===== src/rtl/fb_rect_engine_if.sv =====
// Command and RAM port B bundle for the rectangle fill engine.
// slave = engine side, master = requester plus RAM side.
interface fb_rect_engine_if;
    logic       cmd_valid;
    logic       cmd_ready;
    logic [8:0] cmd_x0;
    logic [8:0] cmd_x1;
    logic [7:0] cmd_y0;
    logic [7:0] cmd_y1;
    logic [1:0] cmd_op;
    logic       done;
    logic       err;
    logic [8:0] x_b;
    logic [7:0] y_b;
    logic       read_b;
    logic       write_b;
    logic       in_b;
    logic       out_b;
    logic       rdy_b;

    modport master (
        output cmd_valid, cmd_x0, cmd_x1, cmd_y0, cmd_y1, cmd_op, out_b, rdy_b,
        input  cmd_ready, done, err, x_b, y_b, read_b, write_b, in_b
    );

    modport slave (
        input  cmd_valid, cmd_x0, cmd_x1, cmd_y0, cmd_y1, cmd_op, out_b, rdy_b,
        output cmd_ready, done, err, x_b, y_b, read_b, write_b, in_b
    );
endinterface


===== src/rtl/fb_rect_engine.sv =====
// Rectangle clear/set/invert engine walking a 1-bpp framebuffer in raster
// order through a single-pixel RAM port with a ready handshake.
module fb_rect_engine #(
    parameter int FB_W = 320,
    parameter int FB_H = 200
) (
    input logic            clk,
    input logic            reset,
    fb_rect_engine_if.slave bus
);

    typedef enum logic [2:0] {
        IDLE, CHECK, READ, RWAIT, WRITE, WWAIT, ADV, FIN
    } state_t;

    state_t     state;
    logic [8:0] x0_r, x1_r;
    logic [7:0] y0_r, y1_r;
    logic [1:0] op_r;
    logic       rdata;
    logic       reject;
    logic       more;

    always_comb begin
        reject = (x0_r > x1_r) || (y0_r > y1_r) ||
                 (32'(x1_r) >= FB_W) || (32'(y1_r) >= FB_H) ||
                 (op_r == 2'd3);
        more   = (bus.x_b < x1_r) || (bus.y_b < y1_r);
    end

    // x_b/y_b double as the raster counters, so they stay put through waits.
    always_ff @(posedge clk or posedge reset) begin
        if (reset) begin
            state         <= IDLE;
            bus.cmd_ready <= 1'b1;
            bus.done      <= 1'b0;
            bus.err       <= 1'b0;
            bus.read_b    <= 1'b0;
            bus.write_b   <= 1'b0;
            bus.in_b      <= 1'b0;
            bus.x_b       <= '0;
            bus.y_b       <= '0;
            rdata         <= 1'b0;
            x0_r          <= '0;
            x1_r          <= '0;
            y0_r          <= '0;
            y1_r          <= '0;
            op_r          <= '0;
        end else begin
            bus.read_b  <= 1'b0;
            bus.write_b <= 1'b0;
            bus.done    <= 1'b0;
            case (state)
                IDLE: begin
                    if (bus.cmd_valid && bus.cmd_ready) begin
                        x0_r          <= bus.cmd_x0;
                        x1_r          <= bus.cmd_x1;
                        y0_r          <= bus.cmd_y0;
                        y1_r          <= bus.cmd_y1;
                        op_r          <= bus.cmd_op;
                        bus.cmd_ready <= 1'b0;
                        bus.err       <= 1'b0;
                        state         <= CHECK;
                    end
                end
                CHECK: begin
                    if (reject) begin
                        bus.err  <= 1'b1;
                        bus.done <= 1'b1;
                        state    <= FIN;
                    end else begin
                        bus.x_b <= x0_r;
                        bus.y_b <= y0_r;
                        if (op_r == 2'd2) begin
                            bus.read_b <= 1'b1;
                            state      <= READ;
                        end else begin
                            bus.write_b <= 1'b1;
                            bus.in_b    <= op_r[0];
                            state       <= WRITE;
                        end
                    end
                end
                READ: state <= RWAIT;
                RWAIT: begin
                    if (bus.rdy_b) begin
                        rdata       <= ~bus.out_b;
                        bus.in_b    <= ~bus.out_b;
                        bus.write_b <= 1'b1;
                        state       <= WRITE;
                    end
                end
                WRITE: state <= WWAIT;
                WWAIT: begin
                    if (bus.rdy_b) state <= ADV;
                end
                ADV: begin
                    if (more) begin
                        if (bus.x_b < x1_r) begin
                            bus.x_b <= bus.x_b + 9'd1;
                        end else begin
                            bus.x_b <= x0_r;
                            bus.y_b <= bus.y_b + 8'd1;
                        end
                        if (op_r == 2'd2) begin
                            bus.read_b <= 1'b1;
                            state      <= READ;
                        end else begin
                            bus.write_b <= 1'b1;
                            bus.in_b    <= op_r[0];
                            state       <= WRITE;
                        end
                    end else begin
                        bus.done <= 1'b1;
                        bus.err  <= 1'b0;
                        state    <= FIN;
                    end
                end
                FIN: begin
                    bus.err       <= 1'b0;
                    bus.cmd_ready <= 1'b1;
                    state         <= IDLE;
                end
                default: state <= IDLE;
            endcase
        end
    end

endmodule


===== src/flat_wrapper.sv =====
// flat-port wrapper written by rule: the top's interface ports become plain ports
module fb_rect_engine_flat 
#(
    parameter int FB_W = 320,
    parameter int FB_H = 200
)
  (clk, reset, bus_cmd_valid, bus_cmd_x0, bus_cmd_x1, bus_cmd_y0, bus_cmd_y1, bus_cmd_op, bus_out_b, bus_rdy_b, bus_cmd_ready, bus_done, bus_err, bus_x_b, bus_y_b, bus_read_b, bus_write_b, bus_in_b);
  fb_rect_engine_if bus_i ();
  input logic clk;
  input logic reset;
  input wire logic [$bits(bus_i.cmd_valid)-1:0] bus_cmd_valid;
  input wire logic [$bits(bus_i.cmd_x0)-1:0] bus_cmd_x0;
  input wire logic [$bits(bus_i.cmd_x1)-1:0] bus_cmd_x1;
  input wire logic [$bits(bus_i.cmd_y0)-1:0] bus_cmd_y0;
  input wire logic [$bits(bus_i.cmd_y1)-1:0] bus_cmd_y1;
  input wire logic [$bits(bus_i.cmd_op)-1:0] bus_cmd_op;
  input wire logic [$bits(bus_i.out_b)-1:0] bus_out_b;
  input wire logic [$bits(bus_i.rdy_b)-1:0] bus_rdy_b;
  output wire logic [$bits(bus_i.cmd_ready)-1:0] bus_cmd_ready;
  output wire logic [$bits(bus_i.done)-1:0] bus_done;
  output wire logic [$bits(bus_i.err)-1:0] bus_err;
  output wire logic [$bits(bus_i.x_b)-1:0] bus_x_b;
  output wire logic [$bits(bus_i.y_b)-1:0] bus_y_b;
  output wire logic [$bits(bus_i.read_b)-1:0] bus_read_b;
  output wire logic [$bits(bus_i.write_b)-1:0] bus_write_b;
  output wire logic [$bits(bus_i.in_b)-1:0] bus_in_b;
  assign bus_i.cmd_valid = bus_cmd_valid;
  assign bus_i.cmd_x0 = bus_cmd_x0;
  assign bus_i.cmd_x1 = bus_cmd_x1;
  assign bus_i.cmd_y0 = bus_cmd_y0;
  assign bus_i.cmd_y1 = bus_cmd_y1;
  assign bus_i.cmd_op = bus_cmd_op;
  assign bus_i.out_b = bus_out_b;
  assign bus_i.rdy_b = bus_rdy_b;
  assign bus_cmd_ready = bus_i.cmd_ready;
  assign bus_done = bus_i.done;
  assign bus_err = bus_i.err;
  assign bus_x_b = bus_i.x_b;
  assign bus_y_b = bus_i.y_b;
  assign bus_read_b = bus_i.read_b;
  assign bus_write_b = bus_i.write_b;
  assign bus_in_b = bus_i.in_b;
  fb_rect_engine #(.FB_W(FB_W), .FB_H(FB_H)) u_core (.clk(clk), .reset(reset), .bus(bus_i));
endmodule

===== config.mk =====
export PLATFORM = sky130hd
export DESIGN_NAME = fb_rect_engine_flat
export DESIGN_NICKNAME = d
export VERILOG_FILES = /design/src/rtl/fb_rect_engine_if.sv /design/src/rtl/fb_rect_engine.sv /design/src/flat_wrapper.sv
export SDC_FILE = /design/constraint.sdc
export NUM_CORES = 1
export LEC_CHECK = 0
export CORE_ASPECT_RATIO = 0.75
export CORE_MARGIN = 1.5
export CORE_UTILIZATION = 35
export DETAILED_ROUTE_END_ITERATION = 6
export PLACE_DENSITY = 0.63
export SLEW_MARGIN = 20
export SYNTH_ARGS = -nofsm -noshare
export SYNTH_HDL_FRONTEND = slang
export SYNTH_SLANG_ARGS = --single-unit

===== constraint.sdc =====
create_clock -name clk -period 3.7 [get_ports clk]
set_input_delay 1.11 -clock clk [delete_from_list [all_inputs] [get_ports clk]]
set_output_delay 1.11 -clock clk [all_outputs]
set_load 0.005 [all_outputs]

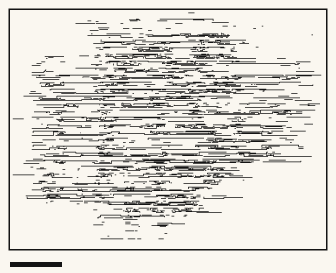
Figure 1: M1 wires.
The bar under the picture is 20 um long.
share of all routed wire	51%
wire length on this layer	5060 um
nets with wire on the layer	481
main direction	horizontal
longest straight run	38.2 um
via count: 3268
GRT met1 Usage: 27.8%
Routed WL: 10.0 mm

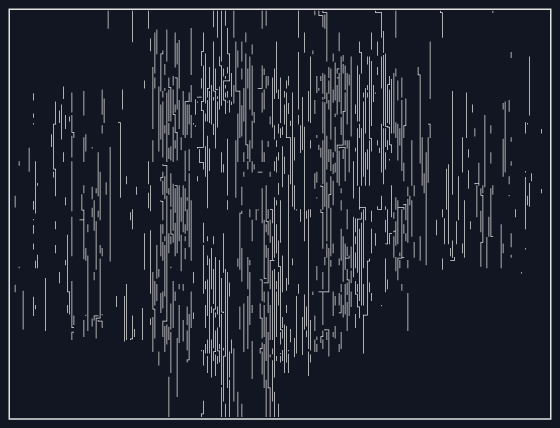
Figure 2: signal wires on met2.
share of all routed wire	43%
wire length on this layer	4260 um
main direction	vertical
nets with wire on the layer	443
GRT met2 Usage: 26.1%

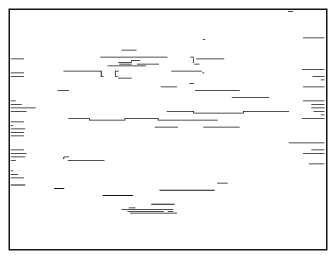
Figure 3: signal wires on met3.
nets with wire on the layer	61
wire length on this layer	599 um

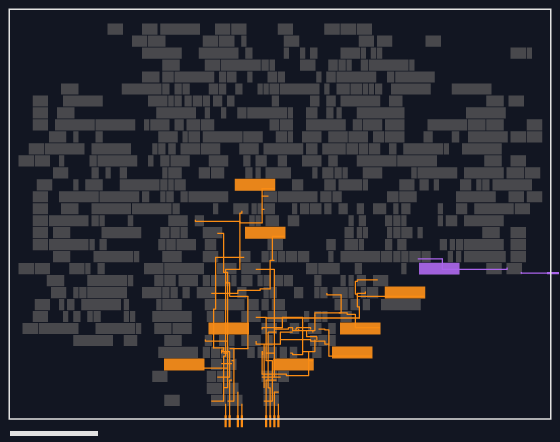
Figure 4: nets reached from selected ports.
The bar under the picture is 20 um long.
port	color	bits	direction	end cells	buffers	wire
bus_y_b	orange	8	output	8	8	569 um
bus_err	purple	1	output	1	1	28.9 um
Port-buffer cells: 63
Top-Level Pins: 64

==> GITHUB_STEP_SUMMARY <==
## Implementation flow summary

| Metric | Value |
|---|---|
| Status | complete, no violations |
| Fmax | 0.367 GHz |
| Logic pwr share | roughly 51% |
| Largest net degree at the start of global routing | 36 |
| CTS Buffer Depth | 2 |
| Vias in the first global route | roughly 3200 |
| Distinct cells, synth | between 50 and 60 |
| Setup Skew | ~9.1 ps |
| Net Sw Frac | around 42% |
| Synth area leaders | dfrtp_1 (41%), ha_1 (11%), mux2_2 (5.7%) |
| Cell depth of the worst min-delay path | 1 |
| Area Overhead vs Synth | 29.2% |
| Power per cell area | approximately 940 nW/um^2 |
| Hold slack | slightly below 500 ps |
| DRC errors left | 0 |
| OpenROAD warnings | 26 |
| RSZ-0062 raised after global routing | no |
| R2r worst-path depth | 8 |
| Post-cts sizing count | 0 |
| Signal arrival time at the worst endpoint | slightly below 3000 ps |
| CTS tree | built |
| First-pass GRT wire length | about 16 mm |
| Crit. End Element | flop |
| Tmin final | roughly 2700 ps |
| Gpl congestion | 0.881 |
| Worst EP required | roughly 4000 ps |
| Critical Path Fanout Max | 8 |
| Die area | ~11000 um^2 |
| Layout cells sized above 1 | 10.6% |
| Final hold violations | 0 |
| Cells after Synth | 402 |
| Layout Cells excl Fill | 608 |
| Synth top area share | 40.6% |
| Asr flop ratio synth | 100% |
| DP Area | between 4000 and 5000 um^2 |
| Syn_area_per_cell | between 9 and 10 um^2 |
| Clock power frac | 18.2% |
| Rows | 32 |
| Final Slew Violations | 0 |
| GRT Total Usage | 18.8% |
| Post-synth EDFFs | 0 |
| Post-Syn Area | approximately 3800 um^2 |
| Setup tns final | 0 ps |
| Register area share after synthesis | 41.3% |
| Clk Latency, worst-skew pair | between 300 and 400 ps |
| H-tree depth | 3 |
| Antenna violations before repair | 0 |
| Chip Area, Yosys | 3760 um^2 |
| Syn Nets | roughly 480 |
| Yosys Instances | ~400 |
| Nets | 542 |
| # diodes | 0 |
| Post-route design area | around 5000 um^2 |
| Routed vias/inst | 5.38 |
| Placed insts | 592 |
| Fin crit share | 73.5% |
| Worst r2r dst | u_core.bus.x_b[1]$_DFFE_PP0P_ |
| WP depth | 8 |
| CP Buf/Inv Count | 0 |
| Critical path startpoint category | flop |
| Int Pwr | approximately 2.7 mW |
| Drt first-iter violations | 199 |
| Vert. Die Dim | 92.7 um |
| Reg2Reg Setup Slack | ~1000 ps |
| FF+latch count, synth | just over 60 |
| CTS root buf | clkbuf_16 |
| Crit path largest cell delay | 470 ps |
| Clock transition at path regs | about 60 ps |
| Die width | between 100 and 150 um |
| Lkg Pwr | around 2.1 nW |
| Most common logic cells in the final layout | clkdlybuf4s50_1 (63), dfrtp_1 (61), nand2_1 (47) |
| Worst hold path class | reg2reg |
| Reg power frac | between 30% and 40% |
| Core Region | a little over 10000 um^2 |
==> Yosys cell counts (5+ instances only) <==
master / number
nand3_1: 8
nor3_1: 5
nand4_1: 8
o21a_1: 5
dfrtp_1: 61
o21ai_1: 6
nand2b_1: 7
nand2_1: 47
nor2_1: 19
a21oi_1: 29
a31oi_1: 9
o21ai_0: 31
and2_1: 5
clkbuf_1: 11
buf_2: 5
ha_1: 34
o22ai_1: 5
mux2_2: 19
inv_1: 23
==> flip-flops by register name, indices dropped and copies added (netlist names), 2 cells and up <==
| name | count |
|---|---|
| u_core.state | 3 |
| u_core.bus.y_b | 8 |
| u_core.x1_r | 9 |
| u_core.x0_r | 9 |
| u_core.y1_r | 8 |
| u_core.op_r | 2 |
| u_core.bus.x_b | 9 |
| u_core.y0_r | 8 |
==> how the worst max path moves through the flow <==
stage	to
floorplan	u_core.bus.done$_DFF_PP0_
global placement	u_core.x0_r[7]$_DFFE_PP0P_
detailed placement	u_core.y0_r[3]$_DFFE_PP0P_
CTS	u_core.state[1]$_DFFE_PP0P_
global route	u_core.bus.x_b[1]$_DFFE_PP0P_
finish	u_core.bus.x_b[1]$_DFFE_PP0P_
==> power by group through the flow <==
stage | logic, mW | clock network, mW | registers (mW)
after detailed placement | 2.30 | 0 | 1.40
after global routing | 2.61 | 0.878 | 1.45
after CTS | 2.32 | 0.844 | 1.39
after global placement | 2.21 | 0 | 1.39
final | 2.33 | 0.829 | 1.40
after floorplan | 1.63 | 0 | 1.25
==> cells by family (layout without fill, tap and decap cells) <==
| group | after synthesis | in the layout | share of synthesized area (%) |
|---|---|---|---|
| multiplexers | 24 | 24 | 7.06 |
| XOR/XNOR | 1 | 1 | 0.233 |
| flip-flops | 62 | 62 | 41.3 |
| adder cells (fa/ha/maj) | 34 | 34 | 11.3 |
| buffers and inverters | 42 | 112 | 4.36 |
| AND-OR/OR-AND | 120 | 120 | 20.4 |
| AND/OR/NAND/NOR | 119 | 119 | 15.3 |
==> per-stage QoR <==
step	setup slack [ps]	utilization (%)
2_1_floorplan	1050	-
3_3_place_gp	983	44.0
3_5_place_dp	969	44.0
4_1_cts	1030	46.8
5_1_grt	801	46.8
6_report	979	46.8
==> worst register-to-register path: cells and delay by family, from the launching register on <==
kind / cells / cell delay, ps
AND-OR/OR-AND: 5 / 1170
adder cells (fa/ha/maj): 1 / 350
flip-flops: 1 / 460
AND/OR/NAND/NOR: 2 / 610
==> per-layer routing <==
metal / wire length (um) / GRT usage [%] / share of wire [%] / up-vias
met5: 0 / 0 / 0 / -
met4: 92 / 6.40 / 0.92 / 0
met3: 598 / 4.93 / 6.0 / 10
met2: 4260 / 26.1 / 43 / 107
met1: 5060 / 27.8 / 51 / 1561
li1: - / - / - / 1590
==> final cells by class <==
type	instances	area (um^2)	share of cell area (%)
sequential	62	1550	32.0
inverter	23	86.3	1.78
clock buffer	10	229	4.72
tap	136	170	3.50
multi-input combinational	298	2050	42.2
clock inverter	6	62.6	1.29
timing repair buffer	73	706	14.5
No activity file was given, so power comes from the tool's default toggle rates.
